$ cat config.mk
export PLATFORM = sky130hd
export DESIGN_NAME = sad_search_ctrl
export DESIGN_NICKNAME = d
export VERILOG_FILES = /design/src/rtl/sad_search_ctrl.sv
export SDC_FILE = /design/constraint.sdc
export NUM_CORES = 1
export LEC_CHECK = 0
export ABC_AREA = 1
export CORE_MARGIN = 2
export CORE_UTILIZATION = 35
export DETAILED_ROUTE_END_ITERATION = 10
export GPL_TIMING_DRIVEN = 0
export HOLD_SLACK_MARGIN = 0.02
export PLACE_DENSITY_LB_ADDON = 0.08
export SETUP_SLACK_MARGIN = 0.1
export SYNTH_ARGS = -nofsm -noshare
export SYNTH_HDL_FRONTEND = slang
export SYNTH_SLANG_ARGS = --single-unit
$ cat constraint.sdc
create_clock -name clk -period 2.65 [get_ports clk]
set_input_delay 0.3975 -clock clk [delete_from_list [all_inputs] [get_ports clk]]
set_output_delay 0.3975 -clock clk [all_outputs]
set_load 0.02 [all_outputs]
$ cat src/rtl/sad_search_ctrl.sv
// Search sequencer for the pipelined SAD datapath: issues every window position in
// raster order, bounds in-flight requests and tracks the minimum returned SAD.
module sad_search_ctrl #(
    parameter int unsigned FRAME_W = 64,
    parameter int unsigned FRAME_H = 64,
    parameter int unsigned WIN_W   = 4,
    parameter int unsigned WIN_H   = 4,
    parameter int unsigned SAD_W   = 32,
    parameter int unsigned MAX_OUT = 4,
    parameter int unsigned CW      = 16
) (
    input  logic             clk,
    input  logic             rst,
    input  logic             start,
    output logic             busy,
    output logic             done,
    output logic             issue_valid,
    input  logic             issue_ready,
    output logic [CW-1:0]    issue_row,
    output logic [CW-1:0]    issue_col,
    input  logic             res_valid,
    input  logic [SAD_W-1:0] res_sad,
    output logic [SAD_W-1:0] best_sad,
    output logic [CW-1:0]    best_row,
    output logic [CW-1:0]    best_col,
    output logic             err
);

    localparam int unsigned OW = $clog2(MAX_OUT + 1);
    localparam logic [CW-1:0] LAST_COL = CW'(FRAME_W - WIN_W);
    localparam logic [CW-1:0] LAST_ROW = CW'(FRAME_H - WIN_H);
    localparam logic [OW-1:0] MAX_CNT  = OW'(MAX_OUT);

    typedef enum logic [1:0] {
        S_IDLE,
        S_ISSUE,
        S_DRAIN,
        S_DONE
    } state_t;

    state_t          r_state;
    logic            r_busy;
    logic            r_done;
    logic            r_issue_valid;
    logic [CW-1:0]   r_row;
    logic [CW-1:0]   r_col;
    logic [CW-1:0]   r_trk_row;
    logic [CW-1:0]   r_trk_col;
    logic [SAD_W-1:0] r_best_sad;
    logic [CW-1:0]   r_best_row;
    logic [CW-1:0]   r_best_col;
    logic            r_err;
    logic [OW-1:0]   r_out;

    logic            w_hs;
    logic            w_res_ok;
    logic            w_res_bad;
    logic            w_better;
    logic            w_last_pos;
    logic [OW-1:0]   w_out_nxt;

    assign w_hs       = r_issue_valid & issue_ready;
    assign w_res_ok   = res_valid & (r_out != '0);
    assign w_res_bad  = res_valid & (r_out == '0);
    assign w_better   = w_res_ok & (res_sad < r_best_sad);
    assign w_last_pos = (r_row == LAST_ROW) & (r_col == LAST_COL);

    // Outstanding count after this edge; a coincident issue and return cancel out.
    always_comb begin
        w_out_nxt = r_out;
        case ({w_hs, w_res_ok})
            2'b10:   w_out_nxt = r_out + OW'(1);
            2'b01:   w_out_nxt = r_out - OW'(1);
            default: w_out_nxt = r_out;
        endcase
    end

    always_ff @(posedge clk or negedge rst) begin
        if (!rst) begin
            r_state       <= S_IDLE;
            r_busy        <= 1'b0;
            r_done        <= 1'b0;
            r_issue_valid <= 1'b0;
            r_row         <= '0;
            r_col         <= '0;
            r_trk_row     <= '0;
            r_trk_col     <= '0;
            r_best_sad    <= '1;
            r_best_row    <= '0;
            r_best_col    <= '0;
            r_err         <= 1'b0;
            r_out         <= '0;
        end else begin
            r_done <= 1'b0;
            r_out  <= w_out_nxt;

            case (r_state)
                S_IDLE: begin
                    if (start) begin
                        r_state       <= S_ISSUE;
                        r_busy        <= 1'b1;
                        r_issue_valid <= 1'b1;
                        r_row         <= '0;
                        r_col         <= '0;
                        r_trk_row     <= '0;
                        r_trk_col     <= '0;
                        r_best_sad    <= '1;
                        r_best_row    <= '0;
                        r_best_col    <= '0;
                        r_err         <= 1'b0;
                    end
                end
                S_ISSUE: begin
                    if (w_hs && w_last_pos) begin
                        r_state       <= S_DRAIN;
                        r_issue_valid <= 1'b0;
                    end else begin
                        r_issue_valid <= (w_out_nxt < MAX_CNT);
                        if (w_hs) begin
                            if (r_col == LAST_COL) begin
                                r_col <= '0;
                                r_row <= r_row + CW'(1);
                            end else begin
                                r_col <= r_col + CW'(1);
                            end
                        end
                    end
                end
                S_DRAIN: begin
                    if (w_out_nxt == '0) begin
                        r_state <= S_DONE;
                        r_busy  <= 1'b0;
                        r_done  <= 1'b1;
                    end
                end
                S_DONE: begin
                    r_state <= S_IDLE;
                end
                default: begin
                    r_state <= S_IDLE;
                end
            endcase

            // Results return in issue order, so the tracker names the oldest request.
            if (w_res_ok) begin
                if (r_trk_col == LAST_COL) begin
                    r_trk_col <= '0;
                    r_trk_row <= r_trk_row + CW'(1);
                end else begin
                    r_trk_col <= r_trk_col + CW'(1);
                end
                if (w_better) begin
                    r_best_sad <= res_sad;
                    r_best_row <= r_trk_row;
                    r_best_col <= r_trk_col;
                end
            end

            if (w_res_bad) begin
                r_err <= 1'b1;
            end
        end
    end

    assign busy        = r_busy;
    assign done        = r_done;
    assign issue_valid = r_issue_valid;
    assign issue_row   = r_row;
    assign issue_col   = r_col;
    assign best_sad    = r_best_sad;
    assign best_row    = r_best_row;
    assign best_col    = r_best_col;
    assign err         = r_err;

endmodule

==> flow_metrics.env <==
# physical design summary
export IMPL_synthArstFlopShare=1.00
export IMPL_rsz0062_at_grt="no"
export IMPL_firstDrtPassIters=5
export IMPL_cts_buffers=17
export IMPL_fin_crit_sh=0.874
export IMPL_warning_count=31
export IMPL_gp_congestion=0.845
export IMPL_worst_pin_slew_ps=694
export IMPL_postSynthSeqShare=0.414
export IMPL_ys_sh_mux=0
export IMPL_die_x_um=159
export IMPL_irDropWorstVdd_mv=0.396
export IMPL_worstSetupStartpoint="res_valid"
export IMPL_ant_nets=0
export IMPL_hpwlAfterDp_um=16700
export IMPL_p_comb_frac=0.438
export IMPL_switchingPower_mw=3.82
export IMPL_arrival_ps=2600
export IMPL_drv_cap=0
export IMPL_post_cts_resized=0
export IMPL_grt_remaining_overflow=0
export IMPL_pre_cts_ws_ps=-173
export IMPL_p_leak_nw=5.14
export IMPL_nFillCells=2395
export IMPL_synth_cell_types=42
export IMPL_slew_violations=0
export IMPL_area_leaders="dfrtp_1 31%, nand2_1 15%, dfstp_2 10%"
export IMPL_maxSlewHeadroom=0.537
export IMPL_via_per_inst=4.67
export IMPL_synthCells=1135
export IMPL_most_common_cell="nand2_1"
export IMPL_crit_path_start_kind="primary input"
export IMPL_rr_startpoint="r_out[0]"
export IMPL_die_h_um=159
export IMPL_dp_cells=1591
export IMPL_fp_nets=1215
export IMPL_vias=7574
export IMPL_grt_pass1_wl_um=38400
export IMPL_r2r_cells=16
export IMPL_edf_count=0
export IMPL_simple_gate_area_frac=0.338
export IMPL_ys_sh_xor=0.0240
export IMPL_run_status="complete, no violations"
export IMPL_chipArea_um2=25200
export IMPL_p_clk_frac=0.258
export IMPL_top_area_frac=0.313
export IMPL_ctsHoldBuffers=0
export IMPL_hp_class="in2async"
export IMPL_netlist_top_cells_count="342 x nand2_1, 142 x inv_1, 118 x nand3_1, 105 x dfrtp_1, 98 x nor2_1"
export IMPL_logic_area_um2=4090
export IMPL_syn_cell_area_um2=8380
export IMPL_final_layout_size_suffix_gt1_frac=0.109
export IMPL_finClkSkew_ps=24.1
export IMPL_grt_start_max_net_pins=72
export IMPL_port_buffer_count=136
export IMPL_track_usage=0.188
export IMPL_r2r_setup_slack_ps=380
export IMPL_p_per_area_nw_per_um2=906
export IMPL_p_total_mw=9.80
export IMPL_synth_seq_cells=137
export IMPL_clk_path_buf_depth=2
export IMPL_ys_warn_count=0
export IMPL_synth_area_per_cell_um2=7.39
export IMPL_initialDrtViolationCount=341
export IMPL_worst_setup_hold_path_clk_slew_ps=60
export IMPL_top_logic_kind="simple AND/OR/NAND/NOR gates"
export IMPL_post_route_min_period_ps=2320
export IMPL_pin_count=137
export IMPL_crit_path_end_kind="flop"
export IMPL_grt_pass1_vias=7405
export IMPL_critical_path_required_ps=2930
export IMPL_wl_um=22900
export IMPL_htree_levels=4
export IMPL_setup_viol=0
export IMPL_clk_latency_ps=430
export IMPL_setup_ws_ps=335
export IMPL_cts_sinks=137
export IMPL_worstSetupPathType="in2reg"
export IMPL_yosys_area_um2=8380
export IMPL_hold_viol_final=0
export IMPL_seqPwrFrac=0.304
export IMPL_area_growth_pct=29.0
export IMPL_coreArea_um2=23500
export IMPL_fmax_mhz=432
export IMPL_rows=56
export IMPL_dominantRegCellSynth="dfrtp_1"
export IMPL_n_antenna_cell=0
export IMPL_largest_area_cell="dfrtp_1"
export IMPL_layout_nets=1371
export IMPL_cts_tree="done"
export IMPL_postCtsSetupRepairBufs=0
export IMPL_antenna_found_initial=0
export IMPL_ys_sh_adder=0.0651
export IMPL_path_max_fanout=8
export IMPL_fp_util=0.357
export IMPL_ys_cells=1135
export IMPL_wire_per_inst_um=14.1
export IMPL_r2r_end="busy"
export IMPL_fin_cells=1623
export IMPL_drc=0
export IMPL_p_sw_frac=0.390
export IMPL_p_int_mw=5.98
export IMPL_clockRootBuffer="clkbuf_16"
export IMPL_ys_sh_aoi=0.0588
export IMPL_fin_setup_tns_ps=0
power groups by stage:
stage                     clock (mW)  combinational (mW)  sequential, mW
after global placement             0                4.29            3.02
after global routing            2.68                4.87            3.04
final                           2.53                4.29            2.98
after floorplan                    0                2.38            3.39
after detailed placement           0                4.32            3.01
after CTS                       2.60                4.34            2.98
routing by layer:
layer / share of wire / wire, um / track usage
met2: 0.44 / 9970 / 0.283
met4: 0.0081 / 186 / 0.0430
met1: 0.52 / 11800 / 0.274
met5: 0 / 0 / 0
met3: 0.040 / 922 / 0.0405
how the worst max path moves through the flow:
stage	to	slack [ps]	depth (start not counted)
after floorplan	busy	550	14
after global placement	best_row[6]	-4850	1
after detailed placement	busy	-170	15
after CTS	busy	220	14
after global routing	busy	100	16
final	busy	330	15
cells by family (layout without fill, tap and decap cells):
group                    count (synthesis)  count (layout)
AND/OR/NAND/NOR                        646             646
buffers and inverters                  193             362
flip-flops                             137             137
AND-OR/OR-AND                           93              93
adder cells (fa/ha/maj)                 43              43
XOR/XNOR                                23              23
placed cells by master (no fill, tap or decap), drive strengths merged, types with 2 or more instances in the layout:
master and count:
nand4 31, xor2 19, nor2 107, buf 36, a21oi 30, nor3 20, nand3 121, xnor2 4
ha 42, clkdlybuf4s50 135, nand3b 3, or2 9, clkbuf 32, nand2 350, clkinvlp 2, nor4 2
a31oi 2, o22ai 6, clkinv 3, dfstp 32, inv 150, bufinv 4, nor3b 2, dfrtp 105
o21ai 49, o21a 2
stage by stage:
step / util / hold slack (ps) / area (um2)
3_3_place_gp: 0.432 / 466 / 10100
2_1_floorplan: - / 102 / 8380
4_1_cts: 0.460 / 26.7 / 10800
5_1_grt: 0.461 / 60.1 / 10800
3_5_place_dp: 0.433 / 478 / 10200
6_report: 0.461 / 4.46 / 10800
critical path: stages:
cell and delay, ps:
clkdlybuf4s50_1 570, nand2_4 110, clkinv_4 100, ha_2 180
inv_1 60, fa_1 380, nand2_1 80, nand3b_1 110
xor2_2 170, inv_1 80, nand2_1 80, nand2_2 90
nand3_1 70, nand2_1 50, o21ai_0 70
layout make-up:
type,instances,area share
Multi-Input combinational cell,805,0.379
Timing Repair Buffer,137,0.129
Inverter,151,0.0529
Clock inverter,8,0.0134
Tap cell,319,0.0369
Clock buffer,24,0.0436
Sequential cell,137,0.321
Buffer,42,0.0251
state kept, by name, indices dropped and copies added, names as in the netlist, 3 cells and up:
register / cells
best_col: 16
issue_col: 16
best_sad: 32
r_trk_col: 16
r_out: 3
r_trk_row: 16
issue_row: 16
best_row: 16
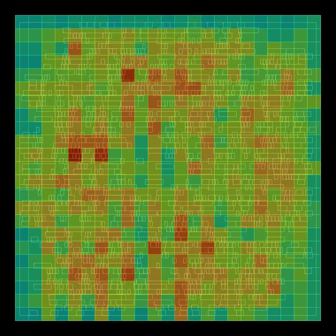
(track usage over the die)
M2 GR Usage: 0.283
GRT met1 Usage: 0.274
met3 GRT Util: 0.0405

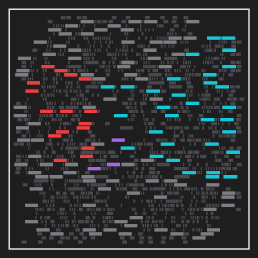
(where the registers sit)
Drawn at 1.5 px/um. Other sequential cells in the stronger grey, the rest of the logic in the fainter grey.
Key: cyan = best_sad [placed flops 32]; purple = r_out [placed flops 3]; red = r_trk_col [placed flops 16]
Another 86 sequential cells are not coloured.
final design utilization: 0.461
Seq/total area: 0.321
Storage cell area: 3470 um2
sequential power: 2.98 mW

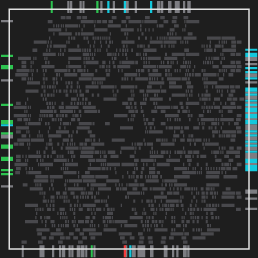
(pin placement)
Drawn at 1.5 px/um. Pins as bars across the die edge, other pins in grey.
Key: cyan = best_sad [pins 32, direction output, edge 27 right, 3 top, 1 bottom, 1 left]; red = issue_valid [pins 1, direction output, edge bottom]; green = best_col [pins 16, direction output, edge 13 left, 2 top, 1 bottom]

Power is estimated from default activity; no workload was simulated.
